File: config.mk
export PLATFORM = sky130hd
export DESIGN_NAME = enemy_motion
export DESIGN_NICKNAME = d
export VERILOG_FILES = /design/src/rtl/enemy_motion.sv
export SDC_FILE = /design/constraint.sdc
export NUM_CORES = 1
export LEC_CHECK = 0
export ABC_CLOCK_PERIOD_IN_PS = 7730
export CAP_MARGIN = 0
export CORE_MARGIN = 4
export CORE_UTILIZATION = 51
export CTS_CLUSTER_DIAMETER = 30
export DETAILED_ROUTE_END_ITERATION = 7
export PLACE_DENSITY = 0.75
export SLEW_MARGIN = 20
export SYNTH_ARGS = -nofsm -noshare
export SYNTH_HDL_FRONTEND = slang
export SYNTH_SLANG_ARGS = --single-unit
File: constraint.sdc
create_clock -name frame_clk -period 7.73 [get_ports frame_clk]
set_clock_uncertainty 0.2 [all_clocks]
set_input_delay 1.546 -clock frame_clk [delete_from_list [all_inputs] [get_ports frame_clk]]
set_output_delay 1.546 -clock frame_clk [all_outputs]
set_load 0.02 [all_outputs]
File: src/rtl/enemy_motion.sv
// Per-enemy motion controller: chases the player one axis at a time, attacks on
// contact, is knocked back when shot and dies when its hit points run out.
module enemy_motion #(
    parameter logic [8:0] X_INIT       = 9'd40,
    parameter logic [8:0] Y_INIT       = 9'd40,
    parameter logic [8:0] X_MAX        = 9'd303,
    parameter logic [8:0] Y_MAX        = 9'd223,
    parameter logic [8:0] STEP         = 9'd1,
    parameter logic [8:0] KNOCK        = 9'd4,
    parameter logic [2:0] KNOCK_FRAMES = 3'd4,
    parameter logic [8:0] HIT_RANGE    = 9'd8,
    parameter logic [1:0] HP_INIT      = 2'd3
) (
    input  logic       frame_clk,
    input  logic       Reset,
    input  logic       Spawn,
    input  logic       Hit,
    input  logic [1:0] Hit_Dir,
    input  logic [8:0] Player_X,
    input  logic [8:0] Player_Y,
    output logic [8:0] Obj_X_Pos,
    output logic [8:0] Obj_Y_Pos,
    output logic [8:0] Obj_X_Motion,
    output logic [8:0] Obj_Y_Motion,
    output logic [1:0] Obj_Dir,
    output logic       Alive,
    output logic       Attack
);

    typedef enum logic [1:0] {
        S_DEAD  = 2'd0,
        S_CHASE = 2'd1,
        S_KNOCK = 2'd2
    } state_t;

    localparam logic [1:0] DIR_UP    = 2'b00;
    localparam logic [1:0] DIR_DOWN  = 2'b01;
    localparam logic [1:0] DIR_LEFT  = 2'b10;
    localparam logic [1:0] DIR_RIGHT = 2'b11;

    localparam logic [8:0] NEG_STEP  = 9'd0 - STEP;
    localparam logic [8:0] NEG_KNOCK = 9'd0 - KNOCK;

    state_t     state_q, state_d;
    logic [8:0] x_q, x_d;
    logic [8:0] y_q, y_d;
    logic [8:0] x_motion_q, x_motion_d;
    logic [8:0] y_motion_q, y_motion_d;
    logic [1:0] dir_q, dir_d;
    logic [1:0] hp_q, hp_d;
    logic [2:0] kc_q, kc_d;
    logic [1:0] knock_dir_q, knock_dir_d;

    logic signed [9:0] dx, dy;
    logic [9:0]        abs_dx, abs_dy;
    logic              contact;
    logic              dx_pos, dy_pos;

    // Adds a signed motion to an unsigned position and saturates to [0, maxv].
    function automatic logic [8:0] clamp_add(input logic [8:0] pos,
                                             input logic [8:0] mot,
                                             input logic [8:0] maxv);
        logic signed [10:0] sum;
        sum = $signed({2'b00, pos}) + $signed({{2{mot[8]}}, mot});
        if (sum[10])
            return 9'd0;
        else if (sum > $signed({2'b00, maxv}))
            return maxv;
        else
            return sum[8:0];
    endfunction

    always_comb begin
        dx      = $signed({1'b0, Player_X}) - $signed({1'b0, x_q});
        dy      = $signed({1'b0, Player_Y}) - $signed({1'b0, y_q});
        abs_dx  = dx[9] ? $unsigned(-dx) : $unsigned(dx);
        abs_dy  = dy[9] ? $unsigned(-dy) : $unsigned(dy);
        dx_pos  = !dx[9] && (dx != 10'sd0);
        dy_pos  = !dy[9] && (dy != 10'sd0);
        contact = (abs_dx <= {1'b0, HIT_RANGE}) && (abs_dy <= {1'b0, HIT_RANGE});
    end

    always_comb begin
        state_d     = state_q;
        x_d         = x_q;
        y_d         = y_q;
        x_motion_d  = 9'd0;
        y_motion_d  = 9'd0;
        dir_d       = dir_q;
        hp_d        = hp_q;
        kc_d        = kc_q;
        knock_dir_d = knock_dir_q;

        case (state_q)
            S_DEAD: begin
                if (Spawn) begin
                    state_d = S_CHASE;
                    x_d     = X_INIT;
                    y_d     = Y_INIT;
                    hp_d    = HP_INIT;
                end
            end
            S_CHASE: begin
                if (Hit) begin
                    hp_d        = hp_q - 2'd1;
                    kc_d        = 3'd0;
                    knock_dir_d = Hit_Dir;
                    state_d     = (hp_q == 2'd1) ? S_DEAD : S_KNOCK;
                end else if (!contact) begin
                    // Ties go to the X axis.
                    if (abs_dx >= abs_dy) begin
                        x_motion_d = dx_pos ? STEP : NEG_STEP;
                        dir_d      = dx_pos ? DIR_RIGHT : DIR_LEFT;
                    end else begin
                        y_motion_d = dy_pos ? STEP : NEG_STEP;
                        dir_d      = dy_pos ? DIR_DOWN : DIR_UP;
                    end
                end
            end
            S_KNOCK: begin
                case (knock_dir_q)
                    DIR_UP:   y_motion_d = NEG_KNOCK;
                    DIR_DOWN: y_motion_d = KNOCK;
                    DIR_LEFT: x_motion_d = NEG_KNOCK;
                    default:  x_motion_d = KNOCK;
                endcase
                kc_d = kc_q + 3'd1;
                if (kc_q == KNOCK_FRAMES - 3'd1)
                    state_d = S_CHASE;
            end
            default: begin
                state_d = S_DEAD;
            end
        endcase

        // Zero motion leaves an in-range position untouched, so hold cases fall through here.
        if (state_q != S_DEAD) begin
            x_d = clamp_add(x_q, x_motion_d, X_MAX);
            y_d = clamp_add(y_q, y_motion_d, Y_MAX);
        end
    end

    always_ff @(posedge frame_clk or posedge Reset) begin
        if (Reset) begin
            state_q     <= S_DEAD;
            x_q         <= X_INIT;
            y_q         <= Y_INIT;
            x_motion_q  <= 9'd0;
            y_motion_q  <= 9'd0;
            dir_q       <= DIR_DOWN;
            hp_q        <= 2'd0;
            kc_q        <= 3'd0;
            knock_dir_q <= DIR_UP;
        end else begin
            state_q     <= state_d;
            x_q         <= x_d;
            y_q         <= y_d;
            x_motion_q  <= x_motion_d;
            y_motion_q  <= y_motion_d;
            dir_q       <= dir_d;
            hp_q        <= hp_d;
            kc_q        <= kc_d;
            knock_dir_q <= knock_dir_d;
        end
    end

    assign Obj_X_Pos    = x_q;
    assign Obj_Y_Pos    = y_q;
    assign Obj_X_Motion = x_motion_q;
    assign Obj_Y_Motion = y_motion_q;
    assign Obj_Dir      = dir_q;
    assign Alive        = (state_q != S_DEAD);
    assign Attack       = (state_q == S_CHASE) && contact;

endmodule

run_1/detail.png
Window x 36 to 66, y 36 to 66 µm. Cells in gray, sequential cells in the stronger gray; small squares are vias.
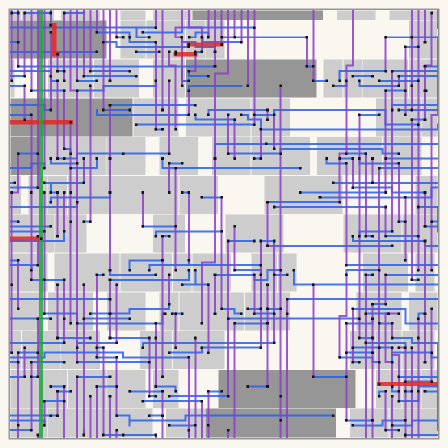
Blue shows metal 1. Green shows metal 4. Red shows metal 3. Purple shows metal 2.
76 logic cells have their middle in the window. Most frequent: buf_4 (13), nand2_1 (6), nor2_1 (5). Sequential cells in the window: 5. Netlist names of flops here include Obj_Y_Pos (3).

run_1/logic_types.png
Scale: 4 px per µm.
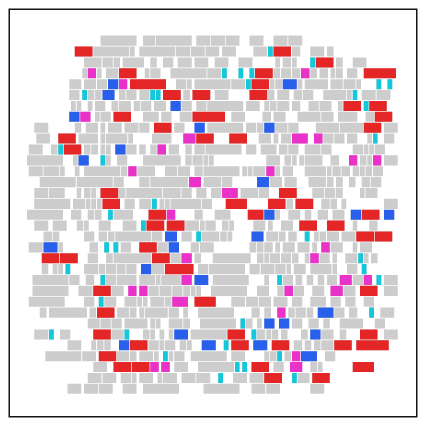
Magenta shows and/or cells, cells 31. Cyan shows inv cells, cells 42, where widely spread. Red shows fa/ha/maj cells, cells 61, where widely spread. Blue shows non-inverting ao/oa cells, cells 28.

run_1/placement.png
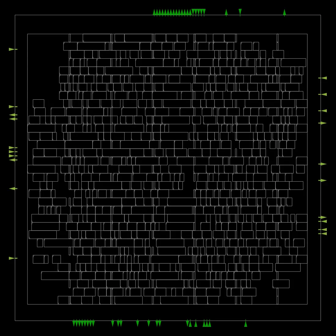
post-route insts no fill: 776
post-layout util: 71.0%
flop share of the area: 15.7%
# fillers: 665

[run 1: area by class of cell]
type                    count  area [µm²]
multi-input cells         450        3450
repair buffers            134        1160
flip-flops and latches     37         932
well taps                 105         131
clock inverters             2        10.0
clock buffers               6        72.6
inverters                  42         158
fillers                   665        2420
[run 1: worst paths after layout]
path / startpoint / to / cells after the start
min: kc_q[2] / kc_q[2] / 2
max in group asynchronous: Reset / Obj_Dir[0] / 3
max reg2reg: Obj_X_Pos[1] / Obj_Y_Pos[4] / 29
max: Player_X[0] / Obj_Y_Pos[4] / 32
min reg2reg: kc_q[2] / kc_q[2] / 2
min in group asynchronous: Reset / Obj_X_Motion[7] / 3
[run 1: what timing repair did]
action / CTS / global route
endpoints found under the setup margin: 1 / 17
pin swaps: 0 / 23
buffers inserted: 0 / 6
resized: 1 / 50
==> flow_metrics.env, run 1 <==
# physical design summary
export IMPL_grt_ovfl_total=0
export IMPL_fa_ha_area_share_pct=17.8
export IMPL_cts_tree="built"
export IMPL_remaining_drc_errors=0
export IMPL_use_met3_pct=2.48
export IMPL_ys_cells=548
export IMPL_synth_area_mux_share_pct=3.09
export IMPL_totalWireLength_mm=12.3
export IMPL_routed_via_density=5.75
export IMPL_synth_area_top_cells="dfrtp_1, ha_1, xnor2_1"
export IMPL_ys_sh_aoi_pct=21.8
export IMPL_seq_power_share_pct=14.2
export IMPL_path_buffers=6
export IMPL_fin_setup_tns_ps=0
export IMPL_ys_warnings_count=0
export IMPL_layout_nets=754
export IMPL_placed_area_um2=5590
export IMPL_n_antenna_cell=0
export IMPL_dp_cells=762
export IMPL_cts_hold_fix_buffers=0
export IMPL_hpwlAfterDp_mm=9.21
export IMPL_layout_top_cell="buf_4"
export IMPL_power_w=0.00245
export IMPL_io_pins=64
export IMPL_grt_pass1_wl_mm=18.8
export IMPL_drive_gt1_share_pct=23.2
export IMPL_wl_met2_mm=6.35
export IMPL_swShare_pct=48.9
export IMPL_async_reset_ff_share_pct=100
export IMPL_synth_chip_area_um2=4460
export IMPL_netlist_top_cell_by_area="dfrtp_1"
export IMPL_route_met3_wl_um=545
export IMPL_lay_top_cells="buf_4, clkdlybuf4s50_1, ha_1"
export IMPL_vias=4460
export IMPL_use_met1_pct=28.7
export IMPL_p_switching_w=0.00120
export IMPL_synthXorXnorAreaFrac_pct=8.33
export IMPL_drt_met1_wl_mm=5.27
export IMPL_firstDrtPassIters=5
export IMPL_cp_slowest_cell="fa_2"
export IMPL_fp_row_count=33
export IMPL_topCombFamilyByArea="simple AND/OR/NAND/NOR gates"
export IMPL_core_um2=8340
export IMPL_cts_made_buffers=5
export IMPL_wl_per_cell_um=15.9
export IMPL_h_tree_depth=2
export IMPL_slew_headroom_pct=68.9
export IMPL_max_freq_mhz=131
export IMPL_flop_cell="dfrtp_1"
export IMPL_gr_usage_met2_pct=40.3
export IMPL_min_period_ps=7660
export IMPL_cap_violations=0
export IMPL_grt_use_total_pct=22.3
export IMPL_p_comb_w=0.00197
export IMPL_pre_cts_ws_ps=-295
export IMPL_crit_arrival_ps=7650
export IMPL_cts_root_buffer="clkbuf_8"
export IMPL_syn_area_per_cell_um2=8.14
export IMPL_synthCells=548
export IMPL_die_width_um=102
export IMPL_antenna_left=0
export IMPL_warnings=31
export IMPL_power_leader="combinational cells"
export IMPL_antenna_found_initial=0
export IMPL_grt_busiest_layer="met2"
export IMPL_endpoint_kind="flop"
export IMPL_slew_violations=0
export IMPL_status="finished, final reports clean"
export IMPL_die_h_um=102
export IMPL_synth_seq_share_pct=20.9
export IMPL_timing_hold_ws_ps=283
export IMPL_drtIter0Drc=236
export IMPL_intPower_w=0.00125
export IMPL_numClockSinks=37
export IMPL_top_area_share_pct=18.0
export IMPL_edf_count=0
export IMPL_synthToLayoutAreaGrowth_pct=32.8
export IMPL_initCoreUtil_pct=53.5
export IMPL_place_gp_congestion=0.887
export IMPL_leakage_nw=2.69
export IMPL_io_buffer_count=63
export IMPL_simple_gate_area_share_pct=21.8
export IMPL_cp_max_fo=6
export IMPL_yosys_top_cells_count="ha_1, nor2_1, nand2_1, a21oi_1, inv_1"
export IMPL_clk_pin_slew_ps=80
export IMPL_power_density_nw_per_um2=414
export IMPL_fp_nets=632
export IMPL_period_used_pct=99.1
export IMPL_grt_pass1_vias=4161
run_1/wires.png
Scale: 4 px per µm. Two of the layers only.
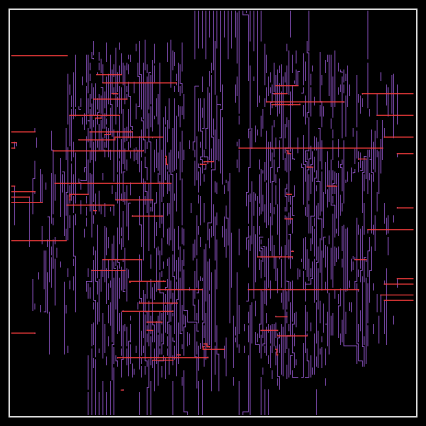

## Run 2: what changed since run 1
--- a/config.mk
+++ b/config.mk
@@ -7,11 +7,13 @@
 export LEC_CHECK = 0
 export ABC_CLOCK_PERIOD_IN_PS = 7730
 export CAP_MARGIN = 0
+export CELL_PAD_IN_SITES_DETAIL_PLACEMENT = 2
+export CELL_PAD_IN_SITES_GLOBAL_PLACEMENT = 2
 export CORE_MARGIN = 4
-export CORE_UTILIZATION = 51
+export CORE_UTILIZATION = 33
 export CTS_CLUSTER_DIAMETER = 30
 export DETAILED_ROUTE_END_ITERATION = 7
-export PLACE_DENSITY = 0.75
+export PLACE_DENSITY_LB_ADDON = 0.1
 export SLEW_MARGIN = 20
 export SYNTH_ARGS = -nofsm -noshare
 export SYNTH_HDL_FRONTEND = slang
run_2/wires.png
Scale: 3 px per µm. Two of the layers only.
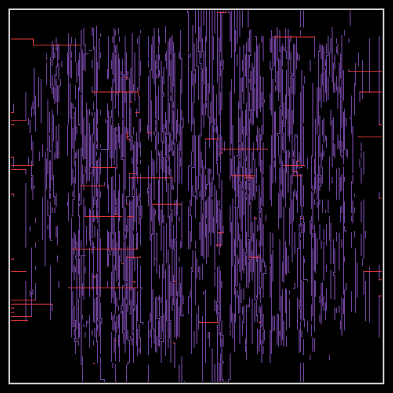
Purple shows metal 2, wire length 10,700 µm. Red shows metal 3, wire length 323 µm.
Routed WL per cell: 22.0 µm
DR vias: 4,859
Routed WL: 19.3 mm
Total GRT Usage: 21.3%

==> run 2 against run 1 <==
Net effect: the run now ends with setup timing left; final cell count increased by 13%; hold slack gained 17 ps; die size up 50%; setup slack worse by 200 ps; critical path depth decreased by 1; clock-buffer cell count fell by 1; non-clock buffer count increased by 32; core utilization shrank 22 points; synthesized cell count unchanged.
==> flow_metrics.env, run 2 <==
# physical design summary
export IMPL_layout_nets=786
export IMPL_ff2ff_path_depth=29
export IMPL_slew_headroom_pct=55.7
export IMPL_antenna_left=0
export IMPL_violations="setup timing"
export IMPL_place_gp_congestion=0.794
export IMPL_routed_via_density=5.53
export IMPL_power_leader="combinational cells"
export IMPL_synthCells=548
export IMPL_cap_violations=0
export IMPL_remaining_drc_errors=0
export IMPL_synthToLayoutAreaGrowth_pct=46.2
export IMPL_numClockSinks=37
export IMPL_cp_slowest_cell="clkdlybuf4s50_1"
export IMPL_antenna_found_initial=0
export IMPL_placed_area_um2=5830
export IMPL_synth_chip_area_um2=4460
export IMPL_fp_row_count=42
export IMPL_layout_top_cell="buf_4"
export IMPL_min_period_ps=7850
export IMPL_seq_power_share_pct=12.7
export IMPL_clk_pin_slew_ps=60
export IMPL_max_freq_mhz=127
export IMPL_firstDrtPassIters=4
export IMPL_cts_made_buffers=5
export IMPL_async_reset_ff_share_pct=100
export IMPL_pre_cts_ws_ps=-496
export IMPL_seqCellArea_um2=932
export IMPL_synth_area_top_cells="dfrtp_1, ha_1, xnor2_1"
export IMPL_crit_arrival_ps=7830
export IMPL_worst_r2r_endpoint="Obj_Y_Pos[0]"
export IMPL_whs_endpoint="kc_q[0]"
export IMPL_hpwlAfterDp_mm=13.3
export IMPL_fin_setup_tns_ps=-154
export IMPL_cp_max_fo=7
export IMPL_hold_depth=1
export IMPL_worstSetupEndpoint="Obj_Y_Pos[0]"
export IMPL_status="finished with violations"
export IMPL_synth_seq_share_pct=20.9
export IMPL_power_density_nw_per_um2=439
export IMPL_logic_area_um2=3660
export IMPL_grt_pass1_wl_mm=27.5
export IMPL_top_area_share_pct=18.0
export IMPL_fp_nets=632
export IMPL_p_comb_w=0.00229
export IMPL_cts_root_buffer="clkbuf_16"
export IMPL_min_from="kc_q[0]"
export IMPL_io_buffer_count=63
export IMPL_warnings=32
export IMPL_leakage_nw=2.93
export IMPL_layout_setup_ws_ps=-124
export IMPL_path_buffers=5
export IMPL_p_switching_w=0.00144
export IMPL_die_width_um=124
export IMPL_finalSetupViolCount=2
export IMPL_initCoreUtil_pct=33.7
export IMPL_ctsResizeCount=15
export IMPL_drive_gt1_share_pct=31.3
export IMPL_grt_ovfl_total=0
export IMPL_grt_pass1_vias=5316
export IMPL_cp_startpoint="Player_Y[0]"
export IMPL_ys_cells=548
export IMPL_syn_area_per_cell_um2=8.14
run_2/detail.png
Window x 47 to 77, y 47 to 77 µm. Cells in gray, sequential cells in the stronger gray; small squares are vias.
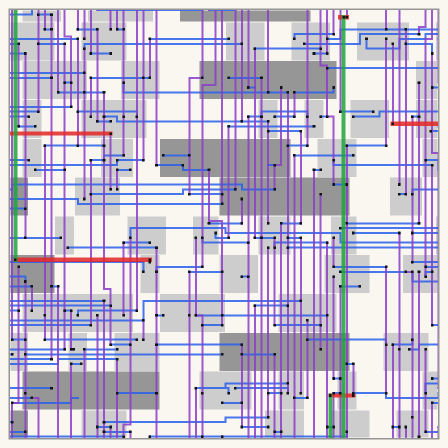
Red shows metal 3. Green shows metal 4. Blue shows metal 1. Purple shows metal 2.
45 logic cells have their middle in the window. Most frequent: buf_4 (7), inv_1 (4). Sequential cells in the window: 5. Netlist names of flops here include Obj_Dir (2).

run 2: cells by family after synthesis:
logic type / share of synthesized area (%)
XOR/XNOR: 8.33
AND/OR/NAND/NOR: 21.8
adder cells (fa/ha/maj): 17.8
AND-OR/OR-AND: 21.8
flip-flops: 20.9
buffers and inverters: 6.26
multiplexers: 3.09
run 2: per-layer routing:
layer | wire, µm | global-route usage (%) | share of wire, %
met5 | 0 | 0 | 0
met4 | 415 | 4.32 | 2.1
met3 | 322 | 1.93 | 1.7
met2 | 10700 | 40.8 | 55
met1 | 7890 | 25.6 | 41
run 2: final cells by class:
cell class	count	share of cell area [%]
inverter	42	2.42
multi-input combinational	450	56.1
tap	176	3.38
clock buffer	5	1.92
timing repair buffer	166	21.6
clock inverter	3	0.269
sequential	37	14.3
